`src/rtl/instr_fetch_if.sv`:
```
// Fetch unit bus bundle: memory read port, decoder handshake and branch redirect.
// The master modport is the fetch unit; the slave modport is memory/decoder/execute.
interface instr_fetch_if #(
   parameter int AW = 12,
   parameter int DW = 16
);
   logic          mem_req;
   logic [AW-1:0] mem_addr;
   logic          mem_ack;
   logic [DW-1:0] mem_rdata;
   logic          out_valid;
   logic          out_ready;
   logic [DW-1:0] out_ir;
   logic [AW-1:0] out_ea;
   logic [AW-1:0] out_pc;
   logic          br_valid;
   logic [AW-1:0] br_target;

   modport master (
      output mem_req, mem_addr, out_valid, out_ir, out_ea, out_pc,
      input  mem_ack, mem_rdata, out_ready, br_valid, br_target
   );

   modport slave (
      input  mem_req, mem_addr, out_valid, out_ir, out_ea, out_pc,
      output mem_ack, mem_rdata, out_ready, br_valid, br_target
   );
endinterface

```
`src/rtl/instr_fetch_unit.sv`:
```
// Instruction fetch / operand address front end of the 16-bit CPU.
// Fetches the word at pc, resolves an indirect operand address with a second
// read, and hands {ir, ea, pc} to the decoder on a valid/ready handshake.
// Branch redirects from execute either retarget the next fetch or kill the
// outstanding memory transaction (which cannot be aborted on the bus).
module instr_fetch_unit #(
   parameter int AW          = 12,
   parameter int DW          = 16,
   parameter int RESET_PC    = 0,
   parameter int TIMEOUT_CYC = 255
) (
   input  logic            clk,
   input  logic            reset_n,
   input  logic            run,
   instr_fetch_if.master   bus,
   output logic            bus_err,
   output logic            busy
);

   localparam logic [1:0] S_IDLE  = 2'd0;
   localparam logic [1:0] S_FETCH = 2'd1;
   localparam logic [1:0] S_INDIR = 2'd2;
   localparam logic [1:0] S_VALID = 2'd3;

   logic [1:0]    state,  state_nx;
   logic [AW-1:0] pc,     pc_nx;
   logic          req,    req_nx;
   logic [AW-1:0] addr,   addr_nx;
   logic [DW-1:0] ir,     ir_nx;
   logic [AW-1:0] ea,     ea_nx;
   logic [AW-1:0] ir_pc,  ir_pc_nx;
   logic          kill,   kill_nx;
   logic          err,    err_nx;
   logic [7:0]    tcnt,   tcnt_nx;

   logic [AW-1:0] redirect_pc;
   logic          launch;

   // Indirect only when I=1 and the opcode is not the register/IO group (7).
   function automatic logic is_indirect(input logic [DW-1:0] w);
      return w[DW-1] && (w[DW-2:DW-4] != 3'b111);
   endfunction

   // Sequential PC advance, wrapping modulo 2^AW.
   function automatic logic [AW-1:0] pc_inc(input logic [AW-1:0] p);
      return p + AW'(1);
   endfunction

   assign redirect_pc = bus.br_valid ? bus.br_target : pc;
   assign launch      = run && !err;

   // Next-state and datapath update for the fetch FSM.
   always_comb begin
      state_nx = state;
      pc_nx    = pc;
      req_nx   = req;
      addr_nx  = addr;
      ir_nx    = ir;
      ea_nx    = ea;
      ir_pc_nx = ir_pc;
      kill_nx  = kill;
      err_nx   = err;
      tcnt_nx  = tcnt;

      case (state)
         S_IDLE: begin
            pc_nx = redirect_pc;
            if (launch) begin
               state_nx = S_FETCH;
               req_nx   = 1'b1;
               addr_nx  = redirect_pc;
               tcnt_nx  = 8'd0;
            end
         end

         S_FETCH, S_INDIR: begin
            if (bus.mem_ack) begin
               if (kill || bus.br_valid) begin
                  // Killed transaction: drop the data and restart at the target.
                  kill_nx = 1'b0;
                  pc_nx   = redirect_pc;
                  tcnt_nx = 8'd0;
                  if (launch) begin
                     state_nx = S_FETCH;
                     req_nx   = 1'b1;
                     addr_nx  = redirect_pc;
                  end else begin
                     state_nx = S_IDLE;
                     req_nx   = 1'b0;
                  end
               end else if (state == S_FETCH) begin
                  ir_nx    = bus.mem_rdata;
                  ir_pc_nx = pc;
                  pc_nx    = pc_inc(pc);
                  if (is_indirect(bus.mem_rdata)) begin
                     // Keep mem_req high and chase the pointer next cycle.
                     state_nx = S_INDIR;
                     addr_nx  = bus.mem_rdata[AW-1:0];
                     tcnt_nx  = 8'd0;
                  end else begin
                     ea_nx    = bus.mem_rdata[AW-1:0];
                     state_nx = S_VALID;
                     req_nx   = 1'b0;
                  end
               end else begin
                  ea_nx    = bus.mem_rdata[AW-1:0];
                  state_nx = S_VALID;
                  req_nx   = 1'b0;
               end
            end else begin
               if (bus.br_valid) begin
                  kill_nx = 1'b1;
                  pc_nx   = bus.br_target;
               end
               if (tcnt == 8'(TIMEOUT_CYC)) begin
                  // Memory never answered: park with a sticky error.
                  err_nx   = 1'b1;
                  req_nx   = 1'b0;
                  kill_nx  = 1'b0;
                  state_nx = S_IDLE;
               end else begin
                  tcnt_nx = tcnt + 8'd1;
               end
            end
         end

         S_VALID: begin
            // Leave on handshake, or on a redirect that invalidates the word.
            if (bus.out_ready || bus.br_valid) begin
               pc_nx = redirect_pc;
               if (launch) begin
                  state_nx = S_FETCH;
                  req_nx   = 1'b1;
                  addr_nx  = redirect_pc;
                  tcnt_nx  = 8'd0;
               end else begin
                  state_nx = S_IDLE;
               end
            end
         end

         default: begin
            state_nx = S_IDLE;
            req_nx   = 1'b0;
         end
      endcase
   end

   // State and datapath registers with asynchronous active-low reset.
   always_ff @(posedge clk or negedge reset_n) begin
      if (!reset_n) begin
         state <= S_IDLE;
         pc    <= AW'(RESET_PC);
         req   <= 1'b0;
         addr  <= '0;
         ir    <= '0;
         ea    <= '0;
         ir_pc <= '0;
         kill  <= 1'b0;
         err   <= 1'b0;
         tcnt  <= 8'd0;
      end else begin
         state <= state_nx;
         pc    <= pc_nx;
         req   <= req_nx;
         addr  <= addr_nx;
         ir    <= ir_nx;
         ea    <= ea_nx;
         ir_pc <= ir_pc_nx;
         kill  <= kill_nx;
         err   <= err_nx;
         tcnt  <= tcnt_nx;
      end
   end

   assign bus.mem_req   = req;
   assign bus.mem_addr  = addr;
   assign bus.out_valid = (state == S_VALID);
   assign bus.out_ir    = ir;
   assign bus.out_ea    = ea;
   assign bus.out_pc    = ir_pc;
   assign bus_err       = err;
   assign busy          = (state != S_IDLE);

endmodule
```
`src/flat_wrapper.sv`:
```
// flat-port wrapper written by rule: the top's interface ports become plain ports
module instr_fetch_unit_flat 
#(
   parameter int AW          = 12,
   parameter int DW          = 16,
   parameter int RESET_PC    = 0,
   parameter int TIMEOUT_CYC = 255
)
  (clk, reset_n, run, bus_err, busy, bus_mem_req, bus_mem_addr, bus_out_valid, bus_out_ir, bus_out_ea, bus_out_pc, bus_mem_ack, bus_mem_rdata, bus_out_ready, bus_br_valid, bus_br_target);
  instr_fetch_if #(.AW(AW), .DW(DW)) bus_i ();
  input  logic clk;
  input  logic reset_n;
  input  logic run;
  output logic bus_err;
  output logic busy;
  output wire logic [$bits(bus_i.mem_req)-1:0] bus_mem_req;
  output wire logic [$bits(bus_i.mem_addr)-1:0] bus_mem_addr;
  output wire logic [$bits(bus_i.out_valid)-1:0] bus_out_valid;
  output wire logic [$bits(bus_i.out_ir)-1:0] bus_out_ir;
  output wire logic [$bits(bus_i.out_ea)-1:0] bus_out_ea;
  output wire logic [$bits(bus_i.out_pc)-1:0] bus_out_pc;
  input wire logic [$bits(bus_i.mem_ack)-1:0] bus_mem_ack;
  input wire logic [$bits(bus_i.mem_rdata)-1:0] bus_mem_rdata;
  input wire logic [$bits(bus_i.out_ready)-1:0] bus_out_ready;
  input wire logic [$bits(bus_i.br_valid)-1:0] bus_br_valid;
  input wire logic [$bits(bus_i.br_target)-1:0] bus_br_target;
  assign bus_mem_req = bus_i.mem_req;
  assign bus_mem_addr = bus_i.mem_addr;
  assign bus_out_valid = bus_i.out_valid;
  assign bus_out_ir = bus_i.out_ir;
  assign bus_out_ea = bus_i.out_ea;
  assign bus_out_pc = bus_i.out_pc;
  assign bus_i.mem_ack = bus_mem_ack;
  assign bus_i.mem_rdata = bus_mem_rdata;
  assign bus_i.out_ready = bus_out_ready;
  assign bus_i.br_valid = bus_br_valid;
  assign bus_i.br_target = bus_br_target;
  instr_fetch_unit #(.AW(AW), .DW(DW), .RESET_PC(RESET_PC), .TIMEOUT_CYC(TIMEOUT_CYC)) u_core (.clk(clk), .reset_n(reset_n), .run(run), .bus(bus_i), .bus_err(bus_err), .busy(busy));
endmodule
```
`config.mk`:
```
export PLATFORM = sky130hd
export DESIGN_NAME = instr_fetch_unit_flat
export DESIGN_NICKNAME = d
export VERILOG_FILES = /design/src/rtl/instr_fetch_if.sv /design/src/rtl/instr_fetch_unit.sv /design/src/flat_wrapper.sv
export SDC_FILE = /design/constraint.sdc
export NUM_CORES = 1
export LEC_CHECK = 0
export ABC_AREA = 1
export CORE_ASPECT_RATIO = 0.5
export CORE_MARGIN = 2
export CORE_UTILIZATION = 45
export CTS_BUF_LIST = sky130_fd_sc_hd__clkbuf_4 sky130_fd_sc_hd__clkbuf_8 sky130_fd_sc_hd__clkbuf_16
export DETAILED_ROUTE_END_ITERATION = 12
export GPL_TIMING_DRIVEN = 0
export PLACE_DENSITY = 0.72
export SLEW_MARGIN = 20
export SYNTH_ARGS = -nofsm -noshare
export SYNTH_HDL_FRONTEND = slang
export SYNTH_SLANG_ARGS = --single-unit
```
`constraint.sdc`:
```
create_clock -name clk -period 1.9 [get_ports clk]
set_input_delay 0.285 -clock clk [delete_from_list [all_inputs] [get_ports clk]]
set_output_delay 0.285 -clock clk [all_outputs]
set_load 0.05 [all_outputs]
```
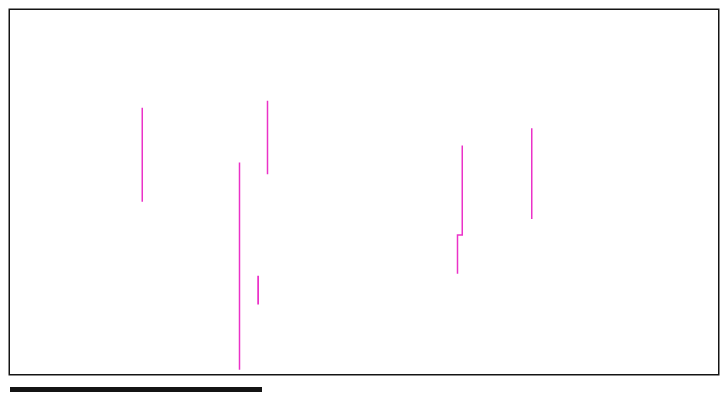
**Above:** M4 wires.
Bar = 50 um.
main direction: vertical
longest straight run: 40.8 um
wire length on this layer: 123 um
nets with wire on the layer: 3
total routed wirelength: 11500 um
via count: 3964

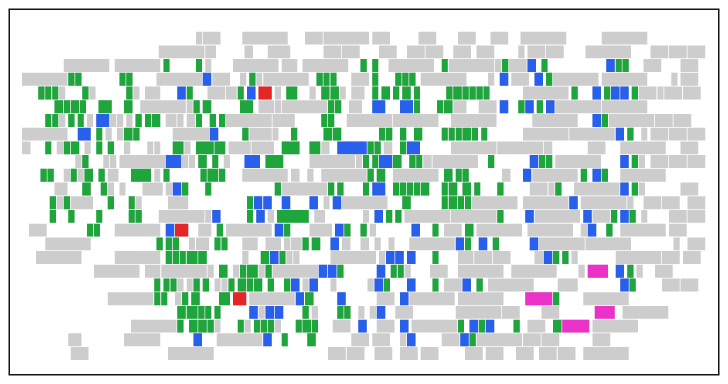
**Above:** gate-type map.
[blue] aoi and oai cells | cells: 83 | most used: o21ai_0
[red] non-inverting ao/oa cells | cells: 3 | most used: o21a_1
[magenta] mux cells | cells: 4 | where: south-east
[green] nand cells | cells: 262 | most used: nand2_1
final std cells w/o fill: 777
most frequent logic cell in the layout: nand2_1
combinational share of cell area: 0.353

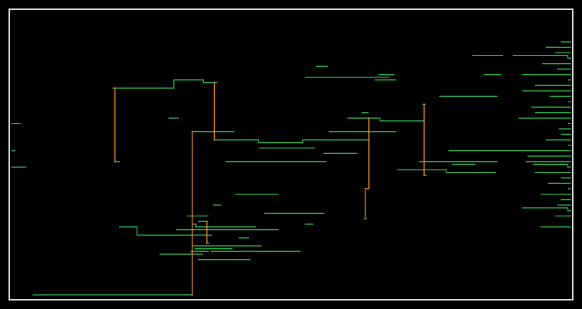
**Above:** signal wires by layer.
Only two layers are drawn.
[green] metal 3 | wire length: 736 um
[orange] metal 4 | wire length: 123 um
Total GRT Usage: 0.239
Routed WL per cell: 14.8 um

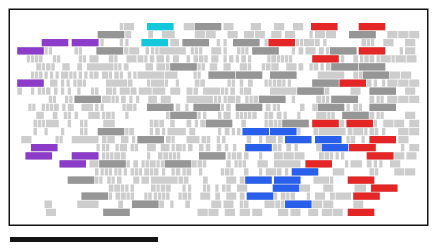
**Above:** sequential cells grouped by signal name.
Bar = 50 um. Other sequential cells in the stronger gray, the rest of the logic in the fainter gray.
[blue] u_core.bus.out_pc | sequential cells: 12
[red] u_core.bus.out_ir | sequential cells: 16
[cyan] u_core.state | sequential cells: 2
[purple] u_core.tcnt | sequential cells: 8
Storage cell area: 1930 sq um
seq pwr: 1710 uW
end-of-flow core utilization: 0.624
Seq area share: 0.349

==> flow_metrics.tcl <==
# place-and-route summary
set metrics [dict create \
    status "finished clean" \
    drc_errors 0 \
    io_buffers 87 \
    top_power_group "sequential cells" \
    most_common_cell "nand2_1" \
    use_met3 0.0475 \
    p_comb_uw 348 \
    dpl_cell_area_sq_um 5220 \
    ys_ff 77 \
    nNonClkBuffers 110 \
    inverters_excl_clock 54 \
    clk_pin_slew_worst_paths_ns 0.06 \
    sequentialPowerShare 0.463 \
    fin_area_sq_um 5530 \
    timing.hold.ws_ns 0.403 \
    critPathArrivalTime_ns 1.57 \
    yosys_warnings 0 \
    cp-startpoint "u_core.bus.mem_addr[2]" \
    syn_inst 555 \
    biggestCellCategory "multi-input combinational cells" \
    p_int_uw 2700 \
    p_sw_uw 993 \
    ys_sh_aoi 0.113 \
    postSynthAreaPerCell_sq_um 7.55 \
    setup_ws_ns 0.0479 \
    ctsLongestPathBuffers 2 \
    edf_count 0 \
    wl_met1_um 5660 \
    h-tree-depth 3 \
    synthTopCellsByArea "dfrtp_1, nand2_1, nand3_1" \
    largest_reg_flops 16 \
    grt_pass1_vias 3646 \
    grt_max_degree 42 \
    r2r_slack_ns 0.12 \
    crit_slowest_cell "clkdlybuf4s50_1" \
    warnings 32 \
]
Power is estimated from default activity; no workload was simulated.
